**Metal 4**

The bar under the picture is 20 µm long.
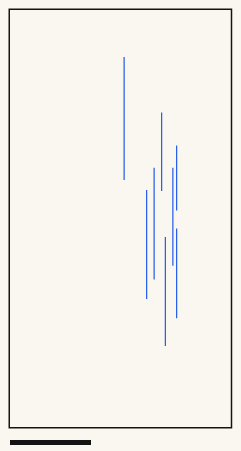
**Signal wires on met1**

The bar under the picture is 20 µm long. Cells faint in the background.
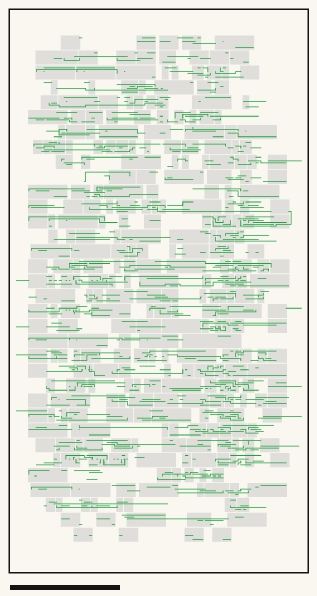
**Routing congestion**

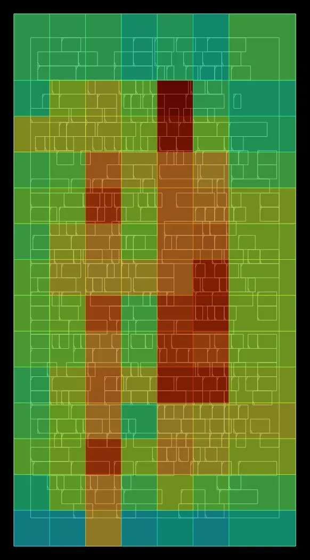
--- src/rtl/fifo_read_ctrl_pkg.sv ---
// Shared definitions for the async-FIFO read-side controller.
// Contents: state encoding for the controller FSM, output buffer depth.
package fifo_read_ctrl_pkg;

  typedef enum logic [1:0] {
    IDLE  = 2'd0,
    READ  = 2'd1,
    DRAIN = 2'd2,
    DONE  = 2'd3
  } rd_state_e;

  localparam int unsigned BUF_DEPTH = 2;

endpackage

--- src/rtl/fifo_read_ctrl_if.sv ---
// Downstream valid/ready stream carrying words drained from the FIFO.
// Signals: data (word), valid (data holds a word), ready (consumer accepts).
// master: the producer (fifo_read_ctrl). slave: the downstream consumer.
interface fifo_read_ctrl_if #(
  parameter int WIDTH = 8
);
  logic [WIDTH-1:0] data;
  logic             valid;
  logic             ready;

  modport master (output data, output valid, input ready);
  modport slave  (input data, input valid, output ready);
endinterface

--- src/rtl/rd_skid_buf.sv ---
// Two-entry in-order output buffer between the FIFO read port and the
// downstream stream. Absorbs the FIFO's registered read latency plus
// backpressure.
// Ports: clk/rst (sync active-high), push/din (write tail), pop (drop head),
//        dout (head entry), occ (0..2 entries), valid (occ != 0).
module rd_skid_buf
  import fifo_read_ctrl_pkg::*;
#(
  parameter int WIDTH = 8
) (
  input  logic             clk,
  input  logic             rst,
  input  logic             push,
  input  logic [WIDTH-1:0] din,
  input  logic             pop,
  output logic [WIDTH-1:0] dout,
  output logic [1:0]       occ,
  output logic             valid
);

  logic [WIDTH-1:0] head_q, head_d;
  logic [WIDTH-1:0] tail_q, tail_d;
  logic [1:0]       occ_q, occ_d;
  logic             do_pop;

  always_comb begin
    do_pop = pop && (occ_q != 2'd0);
    head_d = head_q;
    tail_d = tail_q;
    occ_d  = occ_q;
    case ({push, do_pop})
      2'b10: begin
        if (occ_q == 2'd0) head_d = din;
        else               tail_d = din;
        occ_d = occ_q + 2'd1;
      end
      2'b01: begin
        head_d = tail_q;
        occ_d  = occ_q - 2'd1;
      end
      2'b11: begin
        // Occupancy unchanged; the new word lands behind whatever stays.
        if (occ_q == 2'd1) begin
          head_d = din;
        end else begin
          head_d = tail_q;
          tail_d = din;
        end
      end
      default: ;
    endcase
  end

  always_ff @(posedge clk) begin
    if (rst) begin
      head_q <= '0;
      tail_q <= '0;
      occ_q  <= 2'd0;
    end else begin
      head_q <= head_d;
      tail_q <= tail_d;
      occ_q  <= occ_d;
    end
  end

  assign dout  = head_q;
  assign occ   = occ_q;
  assign valid = (occ_q != 2'd0);

  // The read credit check upstream must make a third entry impossible.
  a_no_overflow : assert property (@(posedge clk) disable iff (rst)
    !(push && !do_pop && (occ_q == 2'(BUF_DEPTH))));

endmodule

--- src/rtl/fifo_read_ctrl.sv ---
// Read-side controller for the async FIFO (read clock domain only).
// Drains a requested burst of words from the FIFO read port into a
// downstream valid/ready stream through a 2-entry buffer.
// Ports: rclk/rrst (sync active-high reset), start/burst_len (request,
//        sampled in IDLE), rempty/rinc/rdata (FIFO read port, rdata valid
//        the cycle after rinc), m (downstream stream, master side),
//        busy (READ or DRAIN), done (1-cycle completion pulse),
//        rd_count (words delivered since reset, wrapping).
module fifo_read_ctrl
  import fifo_read_ctrl_pkg::*;
#(
  parameter int WIDTH = 8,
  parameter int LW    = 8,
  parameter int CW    = 16
) (
  input  logic                  rclk,
  input  logic                  rrst,
  input  logic                  start,
  input  logic [LW-1:0]         burst_len,
  input  logic                  rempty,
  output logic                  rinc,
  input  logic [WIDTH-1:0]      rdata,
  fifo_read_ctrl_if.master      m,
  output logic                  busy,
  output logic                  done,
  output logic [CW-1:0]         rd_count
);

  rd_state_e        state_q, state_d;
  logic [LW-1:0]    remaining_q, remaining_d;
  logic             inflight_q, inflight_d;
  logic [CW-1:0]    rd_count_q, rd_count_d;
  logic [1:0]       occ;
  logic             buf_valid;
  logic [WIDTH-1:0] buf_dout;
  logic             pop;
  logic [2:0]       level;

  rd_skid_buf #(.WIDTH(WIDTH)) u_buf (
    .clk   (rclk),
    .rst   (rrst),
    .push  (inflight_q),
    .din   (rdata),
    .pop   (pop),
    .dout  (buf_dout),
    .occ   (occ),
    .valid (buf_valid)
  );

  assign m.valid = buf_valid;
  assign m.data  = buf_dout;
  assign pop     = buf_valid && m.ready;

  // Buffer slots committed by the end of this cycle; pop implies occ >= 1,
  // so the subtraction never underflows.
  assign level = {1'b0, occ} + {2'b0, inflight_q} - {2'b0, pop};

  always_ff @(posedge rclk) begin
    if (rrst) state_q <= IDLE;
    else      state_q <= state_d;
  end

  always_comb begin
    state_d = state_q;
    case (state_q)
      IDLE:    if (start) state_d = (burst_len != '0) ? READ : DONE;
      READ:    if (remaining_q == '0) state_d = DRAIN;
      DRAIN:   if ((occ == 2'd0) && !inflight_q) state_d = DONE;
      DONE:    state_d = IDLE;
      default: state_d = IDLE;
    endcase
  end

  always_comb begin
    rinc = (state_q == READ) && !rempty && (remaining_q != '0) && (level < 3'd2);
    busy = (state_q == READ) || (state_q == DRAIN);
    done = (state_q == DONE);
  end

  always_comb begin
    remaining_d = remaining_q;
    if ((state_q == IDLE) && start) remaining_d = burst_len;
    else if (rinc)                  remaining_d = remaining_q - 1'b1;
    inflight_d = rinc;
    rd_count_d = rd_count_q + {{(CW-1){1'b0}}, pop};
  end

  always_ff @(posedge rclk) begin
    if (rrst) begin
      remaining_q <= '0;
      inflight_q  <= 1'b0;
      rd_count_q  <= '0;
    end else begin
      remaining_q <= remaining_d;
      inflight_q  <= inflight_d;
      rd_count_q  <= rd_count_d;
    end
  end

  assign rd_count = rd_count_q;

endmodule
--- src/flat_wrapper.sv ---
// flat-port wrapper written by rule: the top's interface ports become plain ports
module fifo_read_ctrl_flat import fifo_read_ctrl_pkg::*;
#(
  parameter int WIDTH = 8,
  parameter int LW    = 8,
  parameter int CW    = 16
)
  (rclk, rrst, start, burst_len, rempty, rinc, rdata, busy, done, rd_count, m_data, m_valid, m_ready);
  fifo_read_ctrl_if #(.WIDTH(WIDTH)) m_i ();
  input  logic rclk;
  input  logic rrst;
  input  logic start;
  input  logic [LW-1:0] burst_len;
  input  logic rempty;
  output logic rinc;
  input  logic [WIDTH-1:0] rdata;
  output logic busy;
  output logic done;
  output logic [CW-1:0] rd_count;
  output wire logic [$bits(m_i.data)-1:0] m_data;
  output wire logic [$bits(m_i.valid)-1:0] m_valid;
  input wire logic [$bits(m_i.ready)-1:0] m_ready;
  assign m_data = m_i.data;
  assign m_valid = m_i.valid;
  assign m_i.ready = m_ready;
  fifo_read_ctrl #(.WIDTH(WIDTH), .LW(LW), .CW(CW)) u_core (.rclk(rclk), .rrst(rrst), .start(start), .burst_len(burst_len), .rempty(rempty), .rinc(rinc), .rdata(rdata), .m(m_i), .busy(busy), .done(done), .rd_count(rd_count));
endmodule
--- config.mk ---
export PLATFORM = sky130hd
export DESIGN_NAME = fifo_read_ctrl_flat
export DESIGN_NICKNAME = d
export VERILOG_FILES = /design/src/rtl/fifo_read_ctrl_pkg.sv /design/src/rtl/fifo_read_ctrl_if.sv /design/src/rtl/rd_skid_buf.sv /design/src/rtl/fifo_read_ctrl.sv /design/src/flat_wrapper.sv
export SDC_FILE = /design/constraint.sdc
export NUM_CORES = 1
export LEC_CHECK = 0
export CAP_MARGIN = 20
export CORE_ASPECT_RATIO = 2
export CORE_MARGIN = 3
export CORE_UTILIZATION = 50
export CTS_BUF_LIST = sky130_fd_sc_hd__clkbuf_4 sky130_fd_sc_hd__clkbuf_8
export DETAILED_ROUTE_END_ITERATION = 12
export GPL_TIMING_DRIVEN = 0
export PLACE_DENSITY_LB_ADDON = 0.15
export SYNTH_ARGS = -nofsm -noshare
export SYNTH_HDL_FRONTEND = slang
export SYNTH_SLANG_ARGS = --single-unit
--- constraint.sdc ---
create_clock -name rclk -period 5.11 [get_ports rclk]
set_input_delay 1.022 -clock rclk [delete_from_list [all_inputs] [get_ports rclk]]
set_output_delay 1.022 -clock rclk [all_outputs]
set_load 0.005 [all_outputs]
==> run_results.csv <==
group,metric,value,unit
run_status,outcome,"finished clean",
global_route,grt_max_degree,14,
clock_tree,cts_tree,"yes",
min_path,hold_start,"u_core.remaining_q[7]",
yosys,ff_type,"dfxtp_1",
yosys,ys_types,46,
floorplan,fp_util,52.6,%
place,portBuffers,48,
floorplan,die-width,54.3,µm
setup_path,crit_buf_inv,3,
floorplan,core,4420,µm²
route,first_iter_violations,69,
setup_path,r2r-end,"u_core.remaining_q[4]",
global_route,grt_pass1_vias,2066,
clock_tree,cts.clk_slew.worst_paths,80,ps
sta,timing_hold_violations_final,0,
cells_and_area,n_antenna_cell,0,
floorplan,io_pins,49,
sta,rsz0062_at_grt,"no",
yosys,edf_count,0,
setup_path,r2r_start,"u_core.u_buf.occ[1]",
route,dr.pass1.iters,7,
sta,setup_viol,0,
min_path,min_path_type,"flip-flop to flip-flop",
global_route,grt.total_usage,22.8,%
yosys,syn_avg_cell_area,8.89,µm²
min_path,min_path_cells,2,
clock_tree,clk_latency,300,ps
min_path,hold_end,"u_core.remaining_q[7]",
cells_and_area,lay_top_cells,"clkdlybuf4s50_1, dfxtp_1, nor2_1, nor3_1",
yosys,syn-cell-area,2330,µm²
yosys,ys_seq_elements,45,
route,wire_per_inst,15.3,µm
yosys,yosysChipArea,2330,µm²
place,gp_congestion,0.841,
power_and_ir_drop,p_leak,1.16,nW
power_and_ir_drop,swShare,36.8,%
setup_path,crit_slowest_cell,"clkdlybuf4s50_1",
setup_path,slowest_delay,530,ps
power_and_ir_drop,p_per_area,468,nW/µm²
About 'metal 4':
- share of all routed wire: 3.4%
- main direction: vertical
- longest straight run: 29.9 µm
- nets with wire on the layer: 7
- wire length on this layer: 190 µm
final WL: 5680 µm
via count: 2,134

About 'signal wires on met1':
- main direction: horizontal
- longest straight run: 23.0 µm
- wire length on this layer: 2,240 µm
met1 Use GR: 25.6%

About 'routing congestion':
grt met2 use: 39.0%
fin util: 67.8%
global routing's busiest layer: met2

[worst max path at each step]
stage	from	end	slack (ps)	depth (start not counted)
final	m_ready	rinc	310	10
after global routing	m_ready	rinc	70	10
after CTS	m_ready	rinc	190	10
after detailed placement	m_ready	rinc	210	10
after global placement	m_ready	rinc	290	10
after floorplan	m_ready	rinc	1500	8
[cell families after synthesis]
group | Yosys count | share of synthesized area (%)
adder cells (fa/ha/maj) | 15 | 8.38
XOR/XNOR | 15 | 5.64
AND/OR/NAND/NOR | 118 | 27.6
multiplexers | 8 | 3.44
AND-OR/OR-AND | 41 | 13.1
flip-flops | 45 | 38.7
buffers and inverters | 20 | 3.22
[flip-flops by register name (all words and copies together), names as in the netlist]
| register | flops |
|---|---|
| u_core.inflight_q | 1 |
| u_core.rd_count | 16 |
| u_core.remaining_q | 8 |
| u_core.state_q | 2 |
| u_core.u_buf.dout | 8 |
| u_core.u_buf.occ | 2 |
| u_core.u_buf.tail_q | 8 |
[timing repair]
action | 4_1_cts | 5_1_grt
setup endpoints to repair | 0 | 1
hold buffers | 0 | 0
resized | 0 | 2
[power by group through the flow]
stage / logic [mW] / registers, mW / clock network (mW)
floorplan: 0.401 / 0.494 / 0
global placement: 0.604 / 0.503 / 0
detailed placement: 0.611 / 0.503 / 0
CTS: 0.617 / 0.498 / 0.293
global route: 0.691 / 0.510 / 0.308
finish: 0.616 / 0.501 / 0.286
[layout make-up]
type                            instances  area [µm²]  area share [%]
Multi-Input combinational cell        197        1350            45.1
Sequential cell                        45         901            30.1
Timing Repair Buffer                   48         480            16.0
Clock buffer                            7        90.1            3.01
Tap cell                               54        67.6            2.25
Inverter                               13        48.8            1.63
Clock inverter                          1        30.0            1.00
Buffer                                  7        27.5           0.918
[cells in the mapped netlist, types with 3 or more instances]
library cell	count	area, µm²
a31oi_1	6	37.5
clkbuf_1	5	18.8
nor3_1	16	80.1
o21ai_0	9	45.0
xor2_1	7	61.3
or3_1	6	37.5
a222oi_1	8	80.1
a211oi_1	3	22.5
nand2_1	14	52.6
dfxtp_1	45	901
nor2b_1	6	37.5
and2_1	4	25.0
or4_1	3	22.5
ha_1	14	175
a21oi_1	6	30.0
nand4_1	3	18.8
nor2_1	32	120
mux2i_1	8	80.1
nand3_1	11	55.1
nor4_1	6	37.5
inv_1	11	41.3
xnor2_1	8	70.1
[metal layers]
layer | share of wire (%) | up-vias | global-route usage (%) | wire length [µm]
met1 | 39 | 984 | 25.6 | 2240
met2 | 52 | 69 | 39.0 | 2960
met4 | 3.3 | 0 | 10.7 | 190
met3 | 5.0 | 18 | 5.07 | 285
met5 | 0 | - | 0 | 0
li1 | - | 1063 | - | -
[worst register-to-register path: stages (launching register included)]
cell      delay, ps
dfxtp_1         400
inv_1           100
ha_1            260
nor2b_1         150
clkbuf_2        220
xnor2_1         140
nand2_1          80
fa_1            380
xnor2_1         340
nand4b_1        260
or4_1           450
a31oi_1         170
[stage by stage]
stage	hold slack (ps)	setup slack, ps	instance area, µm²	cells	utilization, %
final	486	314	3000	372	67.8
after global routing	535	71.9	3000	372	67.8
after CTS	490	185	3000	372	67.7
after detailed placement	475	212	2880	364	65.0
after global placement	470	294	2880	364	65.0
after floorplan	453	1500	2330	262	-
